==> run_1/port_trees.png <==
Scale: 6 px per um.
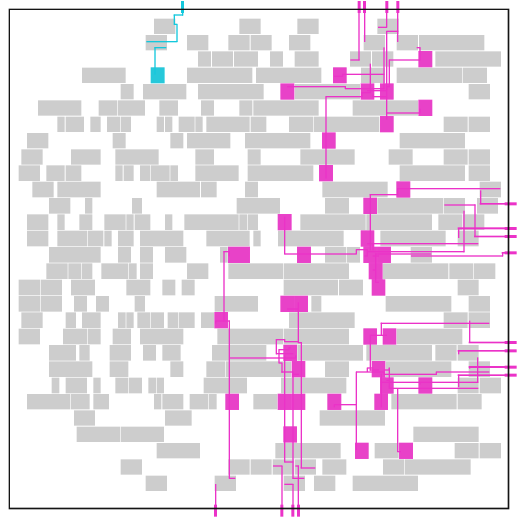
==> run_1/ff_map.png <==
Scale: 3 px per um.
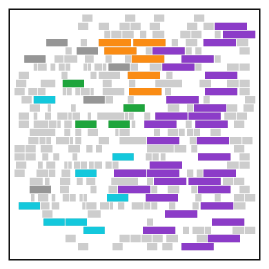
==> run_1/placed.png <==
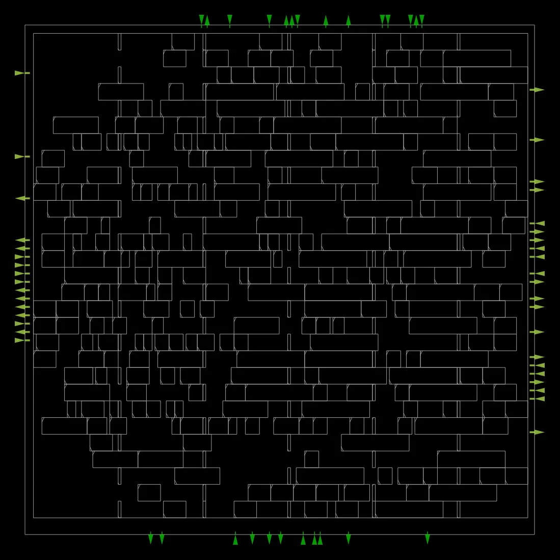
### config.mk
export PLATFORM = sky130hd
export DESIGN_NAME = alu_result_stage
export DESIGN_NICKNAME = d
export VERILOG_FILES = /design/src/rtl/alu_result_stage.sv
export SDC_FILE = /design/constraint.sdc
export NUM_CORES = 1
export LEC_CHECK = 0
export ABC_CLOCK_PERIOD_IN_PS = 2600
export CAP_MARGIN = 40
export CORE_UTILIZATION = 40
export CTS_BUF_LIST = sky130_fd_sc_hd__clkbuf_16
export CTS_CLUSTER_DIAMETER = 120
export DETAILED_ROUTE_END_ITERATION = 6
export PLACE_DENSITY = 0.62
export REMOVE_ABC_BUFFERS = 1
export SYNTH_ARGS = -nofsm -noshare
export SYNTH_HDL_FRONTEND = slang
export SYNTH_SLANG_ARGS = --single-unit
export TNS_END_PERCENT = 100
### constraint.sdc
create_clock -name clk -period 2.6 [get_ports clk]
set_input_delay 0.52 -clock clk [delete_from_list [all_inputs] [get_ports clk]]
set_output_delay 0.52 -clock clk [all_outputs]
set_load 0.01 [all_outputs]
### src/rtl/alu_result_stage.sv
// ---------------------------------------------------------------------------
// alu_result_stage
//   Sits directly behind the 16-bit add/sub unit. It captures each adder
//   result into a 2-entry FIFO that feeds register writeback. It also keeps
//   the {N,Z,C,V} flag register and a saturating overflow-event counter.
//
// Ports
//   clk, rst            rising-edge clock, synchronous active-high reset
//   in_valid/in_ready   upstream handshake (adder result)
//   in_s, in_cout,      adder sum, carry-out, overflow, and the Cin used
//   in_ov, in_sub         (1 = subtract)
//   in_setf             this op updates the flags
//   in_rd               destination register index
//   out_valid/out_ready downstream handshake (writeback)
//   out_data, out_rd    head entry of the FIFO
//   flags               {N,Z,C,V}
//   ovf_clr             clears the overflow counter (wins over an increment)
//   ovf_count, ovf_sat  accepted results with Ov=1; ovf_sat high at all-ones
//
// Handshake: a transfer happens on a rising edge where valid && ready.
//   valid must not depend on ready. in_ready is derived only from rst and
//   the count register, and out_valid only from the count register. There
//   is no combinational path from in_* to out_*.
// ---------------------------------------------------------------------------
module alu_result_stage #(
  parameter int WIDTH     = 16,
  parameter int RD_W      = 3,
  parameter int OVF_CNT_W = 8
) (
  input  logic                 clk,
  input  logic                 rst,
  input  logic                 in_valid,
  output logic                 in_ready,
  input  logic [WIDTH-1:0]     in_s,
  input  logic                 in_cout,
  input  logic                 in_ov,
  input  logic                 in_sub,
  input  logic                 in_setf,
  input  logic [RD_W-1:0]      in_rd,
  output logic                 out_valid,
  input  logic                 out_ready,
  output logic [WIDTH-1:0]     out_data,
  output logic [RD_W-1:0]      out_rd,
  output logic [3:0]           flags,
  input  logic                 ovf_clr,
  output logic [OVF_CNT_W-1:0] ovf_count,
  output logic                 ovf_sat
);

  logic [1:0]           count;
  logic                 rd_ptr;
  logic                 wr_ptr;
  logic [WIDTH-1:0]     data_mem [2];
  logic [RD_W-1:0]      rd_mem   [2];
  logic                 push;
  logic                 pop;
  logic [OVF_CNT_W-1:0] ovf_next;
  logic [3:0]           flags_next;

  assign in_ready  = !rst && (count != 2'd2);
  assign out_valid = (count != 2'd0);
  assign push      = in_valid && in_ready;
  assign pop       = out_valid && out_ready;

  // Head entry. The storage is reset so that out_data/out_rd read zero
  // after reset.
  assign out_data = data_mem[rd_ptr];
  assign out_rd   = rd_mem[rd_ptr];

  // FIFO storage, pointers and occupancy. The pointers are 1 bit wide, so
  // they wrap 1 -> 0 on their own.
  always_ff @(posedge clk) begin
    if (rst) begin
      count       <= 2'd0;
      rd_ptr      <= 1'b0;
      wr_ptr      <= 1'b0;
      data_mem[0] <= '0;
      data_mem[1] <= '0;
      rd_mem[0]   <= '0;
      rd_mem[1]   <= '0;
    end else begin
      if (push) begin
        data_mem[wr_ptr] <= in_s;
        rd_mem[wr_ptr]   <= in_rd;
        wr_ptr           <= ~wr_ptr;
      end
      if (pop) begin
        rd_ptr <= ~rd_ptr;
      end
      case ({push, pop})
        2'b10:   count <= count + 2'd1;
        2'b01:   count <= count - 2'd1;
        default: count <= count;
      endcase
    end
  end

  // The flag register updates only on a push that requests it. C reports a
  // borrow on subtract, so it is the inverse of the adder carry-out there.
  always_comb begin
    flags_next = flags;
    if (push && in_setf) begin
      flags_next = {in_s[WIDTH-1], (in_s == '0), (in_sub ? ~in_cout : in_cout), in_ov};
    end
  end

  // The overflow counter saturates and never wraps. A clear takes priority
  // over a same-cycle increment.
  always_comb begin
    ovf_next = ovf_count;
    if (ovf_clr) begin
      ovf_next = '0;
    end else if (push && in_ov && (ovf_count != {OVF_CNT_W{1'b1}})) begin
      ovf_next = ovf_count + 1'b1;
    end
  end

  always_ff @(posedge clk) begin
    if (rst) begin
      flags     <= 4'b0000;
      ovf_count <= '0;
      ovf_sat   <= 1'b0;
    end else begin
      flags     <= flags_next;
      ovf_count <= ovf_next;
      ovf_sat   <= (ovf_next == {OVF_CNT_W{1'b1}});
    end
  end

endmodule

==> run summary, run 1 <==
status = complete, no violations
Synth Area in Adders = 0.954%
Top cells excl fill/tap = clkdlybuf4s50_1, edfxtp_1, and2_1, and3_1, dfxtp_1
biggest area cells = edfxtp_1, dfxtp_1, and2_1, mux2_1, and3_1
register clock-pin slew on the reported worst setup and hold paths = 70 ps
critical path peak fanout = 12
count of warning messages emitted by the tools = 25
FF-to-FF setup slack = 500 ps
crit path kind = input port to primary output
layer with the highest usage after global routing = met2
setup violators final = 0
maximum clock insertion buffer count = 2
DRC violation count after routing = 0
total CTS buffers = 5
number of cells traversed by the worst hold path = 2
relative contribution of combinational cells to total power = 27.4%
GR met3 Demand/Resource = 2.98%
maximum number of pins on one net before global-route repair = 24
combinational gate power = 659 uW
achievable clock frequency = 0.423 GHz
pwr dens = 685 nW/um2
sequential power share = 45.3%
CP Launch Point = rst
number of buffer cells added on primary ports = 61
Cell Area, Synth = 2620 um2
worst max-slew margin expressed relative to the limit = 57.6%
sequential cell area in the final layout = 1500 um2
ant diodes = 0
total via count in the routed design = 1,895
Notes on port_trees.png above:
legend:
  in_s:
    color: magenta
    bits: 16
    direction: input
    end_cells: 37
    buffers: 16
    wire: 609 um
  out_ready:
    color: cyan
    bits: 1
    direction: input
    end_cells: 1
    buffers: 1
    wire: 18.1 um

Notes on ff_map.png above:
legend:
  rd_mem:
    color: orange
    sequential_cells: 6
    where: north
  ovf_count:
    color: cyan
    sequential_cells: 8
  flags:
    color: green
    sequential_cells: 4
  data_mem:
    color: purple
    sequential_cells: 32
not colored: 6

Notes on placed.png above:
Core Area: 6350 um2
Seq Cell Count: 56
tally of filler cells in the layout: 571

==> inputs of run 2 (changes only) <==
--- a/config.mk
+++ b/config.mk
@@ -7,11 +7,13 @@
 export LEC_CHECK = 0
 export ABC_CLOCK_PERIOD_IN_PS = 2600
 export CAP_MARGIN = 40
-export CORE_UTILIZATION = 40
+export CELL_PAD_IN_SITES_DETAIL_PLACEMENT = 1
+export CELL_PAD_IN_SITES_GLOBAL_PLACEMENT = 1
+export CORE_UTILIZATION = 39
 export CTS_BUF_LIST = sky130_fd_sc_hd__clkbuf_16
 export CTS_CLUSTER_DIAMETER = 120
 export DETAILED_ROUTE_END_ITERATION = 6
-export PLACE_DENSITY = 0.62
+export PLACE_DENSITY = 0.75
 export REMOVE_ABC_BUFFERS = 1
 export SYNTH_ARGS = -nofsm -noshare
 export SYNTH_HDL_FRONTEND = slang
==> run_2/port_trees.png <==
Scale: 6 px per um.
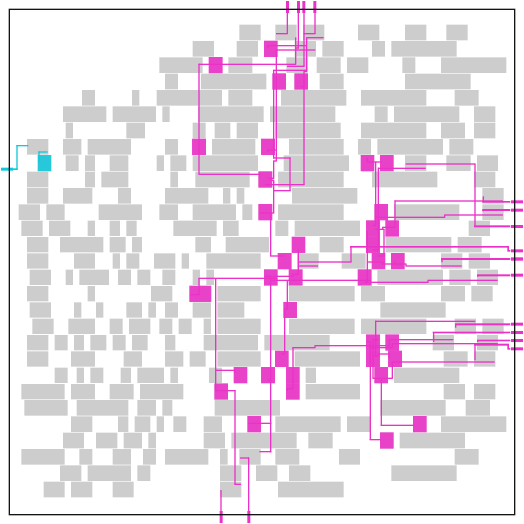
legend:
  in_s:
    color: magenta
    bits: 16
    direction: input
    end_cells: 37
    buffers: 16
    wire: 765 um
  out_ready:
    color: cyan
    bits: 1
    direction: input
    end_cells: 1
    buffers: 1
    wire: 9.50 um

==> run 2 against run 1 <==
  * Final area barely moved
  * Critical endpoint unchanged
  * Largest power group unchanged
  * Highest routed layer unchanged
  * Global-route usage is 1.5 points higher
  * Clock power hardly changed
  * Flip-flop count unchanged
  * Wire length up 12%
  * Register-to-register slack got worse by 120 ps
  * Maximum frequency rose by 0.62%
  * Largest cell class unchanged
  * Via count grew 3.1%
  * First-iteration DRC count shrank 46%
  * The run now ends with design-rule violations left
==> run summary, run 2 <==
sequential power share = 45.1% (-0.2 points)
crit path kind = input port to primary output
number of buffers and inverters on the critical path = 3
tally of filler cells in the layout = 662 (+16%)
sequential cell area in the final layout = 1500 um2 (unchanged)
ant diodes = 0 (unchanged)
number of buffer cells added on primary ports = 61 (unchanged)
combinational gate power = 671 uW (+2%)
achievable clock frequency = 0.426 GHz (+0.62%)
DRC violation count after routing = 12 (+12)
met1 track utilization from global routing = 23.1%
count of warning messages emitted by the tools = 25 (unchanged)
CP Launch Point = rst
relative contribution of combinational cells to total power = 27.7% (+0.3 points)
final antenna-violating net count = 0
number of cells traversed by the worst hold path = 2 (unchanged)
critical path peak fanout = 7 (-5)
Top cells excl fill/tap = clkdlybuf4s50_1, edfxtp_1, and2_1, and3_1, dfxtp_1
register name with the most flops = data_mem
register clock-pin slew on the reported worst setup and hold paths = 70 ps (about the same)
cell leakage power = 0.00134 uW
count of yosys warnings during synthesis = 0
failing checks = design-rule violations
worst-margin pin slew = 600 ps
Worst Skew = 7.74 ps
worst max-slew margin expressed relative to the limit = 59.9% (+2.3 points)
kind of cell with the highest combined delay on the critical path = buffers and inverters
biggest area cells = edfxtp_1, dfxtp_1, and2_1, mux2_1, and3_1
setup violators final = 0 (unchanged)
Cell Area, Synth = 2620 um2 (unchanged)
status = finished, violations left
total via count in the routed design = 1,953 (+3.1%)
GR met3 Demand/Resource = 3.26% (+0.28 points)
layer with the highest usage after global routing = met2
FF-to-FF setup slack = 380 ps (-120 ps)
Core Util, Final = 54.7%
Tapcells = 77
die outline area = 7060 um2
total CTS buffers = 5 (unchanged)
CTS H-tree lvls = 2
maximum clock insertion buffer count = 2 (unchanged)
==> run_2/clock_wires.png <==
Scale: 3 px per um.
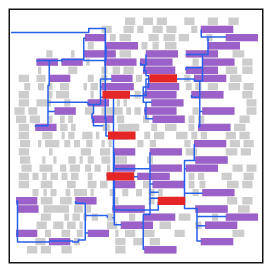
legend:
  flip-flops:
    color: purple
    count: 56
  clock wires:
    color: blue
    length: 594 um
  clock-net drivers:
    color: red
    count: 5
routed clock nets: 6
flops lie: spread over the die

==> inputs of run 3 (changes only) <==
==> config.mk (replaced) <==
export PLATFORM = sky130hd
export DESIGN_NAME = alu_result_stage
export DESIGN_NICKNAME = d
export VERILOG_FILES = /design/src/rtl/alu_result_stage.sv
export SDC_FILE = /design/constraint.sdc
export NUM_CORES = 1
export LEC_CHECK = 0
export ABC_CLOCK_PERIOD_IN_PS = 2600
export CAP_MARGIN = 5
export CORE_UTILIZATION = 40
export CTS_BUF_LIST = sky130_fd_sc_hd__clkbuf_16
export CTS_CLUSTER_DIAMETER = 120
export DETAILED_ROUTE_END_ITERATION = 6
export PLACE_DENSITY = 0.62
export REMOVE_ABC_BUFFERS = 1
export SKIP_CTS_REPAIR_TIMING = 1
export SYNTH_ARGS = -nofsm -noshare
export SYNTH_HDL_FRONTEND = slang
export SYNTH_SLANG_ARGS = --single-unit
export TNS_END_PERCENT = 100
==> run_3/class_map.png <==
Scale: 3 px per um.
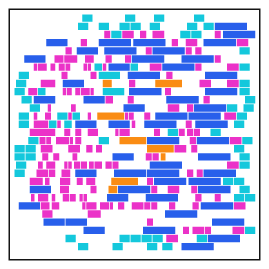
legend:
  remaining buffers and delay cells:
    color: cyan
    cells: 69
    share_of_their_area: 20%
  registers:
    color: blue
    cells: 56
    share_of_their_area: 44%
  clock drivers and dummy loads:
    color: orange
    cells: 8
    share_of_their_area: 4.3%
  remaining logic cells:
    color: magenta
    cells: 148
    share_of_their_area: 31%

==> run 3 against run 2 <==
  * The run now ends clean
  * Flip-flop count unchanged
  * Area after synthesis unchanged
  * Combinational power decreased by 2%
  * Count of clock-buffer cells in the layout unchanged
  * Critical endpoint unchanged
  * Largest cell class unchanged
==> run summary, run 3 <==
register clock-pin slew on the reported worst setup and hold paths = 70 ps (about the same)
Core Util, Final = 55.4% (+0.65 points)
relative contribution of combinational cells to total power = 27.4% (-0.3 points)
achievable clock frequency = 0.423 GHz (-0.62%)
number of cells traversed by the worst hold path = 2 (unchanged)
Top cells excl fill/tap = clkdlybuf4s50_1, edfxtp_1, and2_1, and3_1, dfxtp_1
status = complete, no violations
count of warning messages emitted by the tools = 25 (unchanged)
layer with the highest usage after global routing = met2
worst max-slew margin expressed relative to the limit = 57.6% (-2.3 points)
DRC violation count after routing = 0 (-12)
worst-margin pin slew = 635 ps (+35.1 ps)
combinational gate power = 659 uW (-2%)
total via count in the routed design = 1,895 (-3.0%)
Cell Area, Synth = 2620 um2 (unchanged)
FF-to-FF setup slack = 500 ps (+120 ps)
kind of cell with the highest combined delay on the critical path = buffers and inverters
cell leakage power = 0.00134 uW (+0.30%)
critical path peak fanout = 12 (+5)
maximum clock insertion buffer count = 2 (unchanged)
number of buffers and inverters on the critical path = 3 (unchanged)
CTS H-tree lvls = 2 (unchanged)
die outline area = 6880 um2 (-2.4%)
tally of filler cells in the layout = 571 (-14%)
Worst Skew = 3.10 ps (-4.64 ps)
Tapcells = 77 (unchanged)
CP Launch Point = rst
==> run_3/placed.png <==
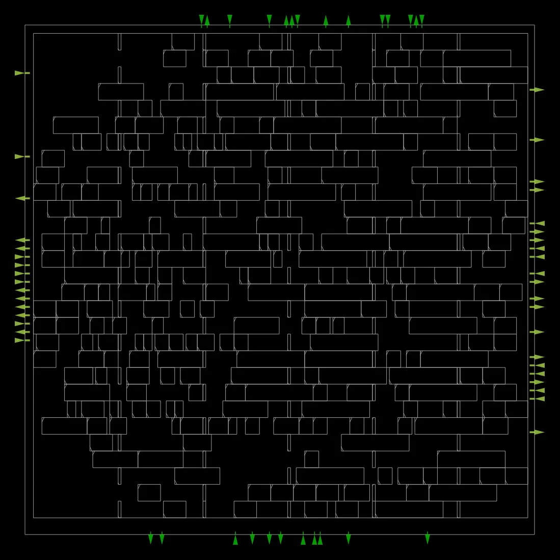
post-route insts no fill: 358
register fraction of the total cell area: 42.7%

Power figures rest on the tool's default switching activity, not on a simulated workload.
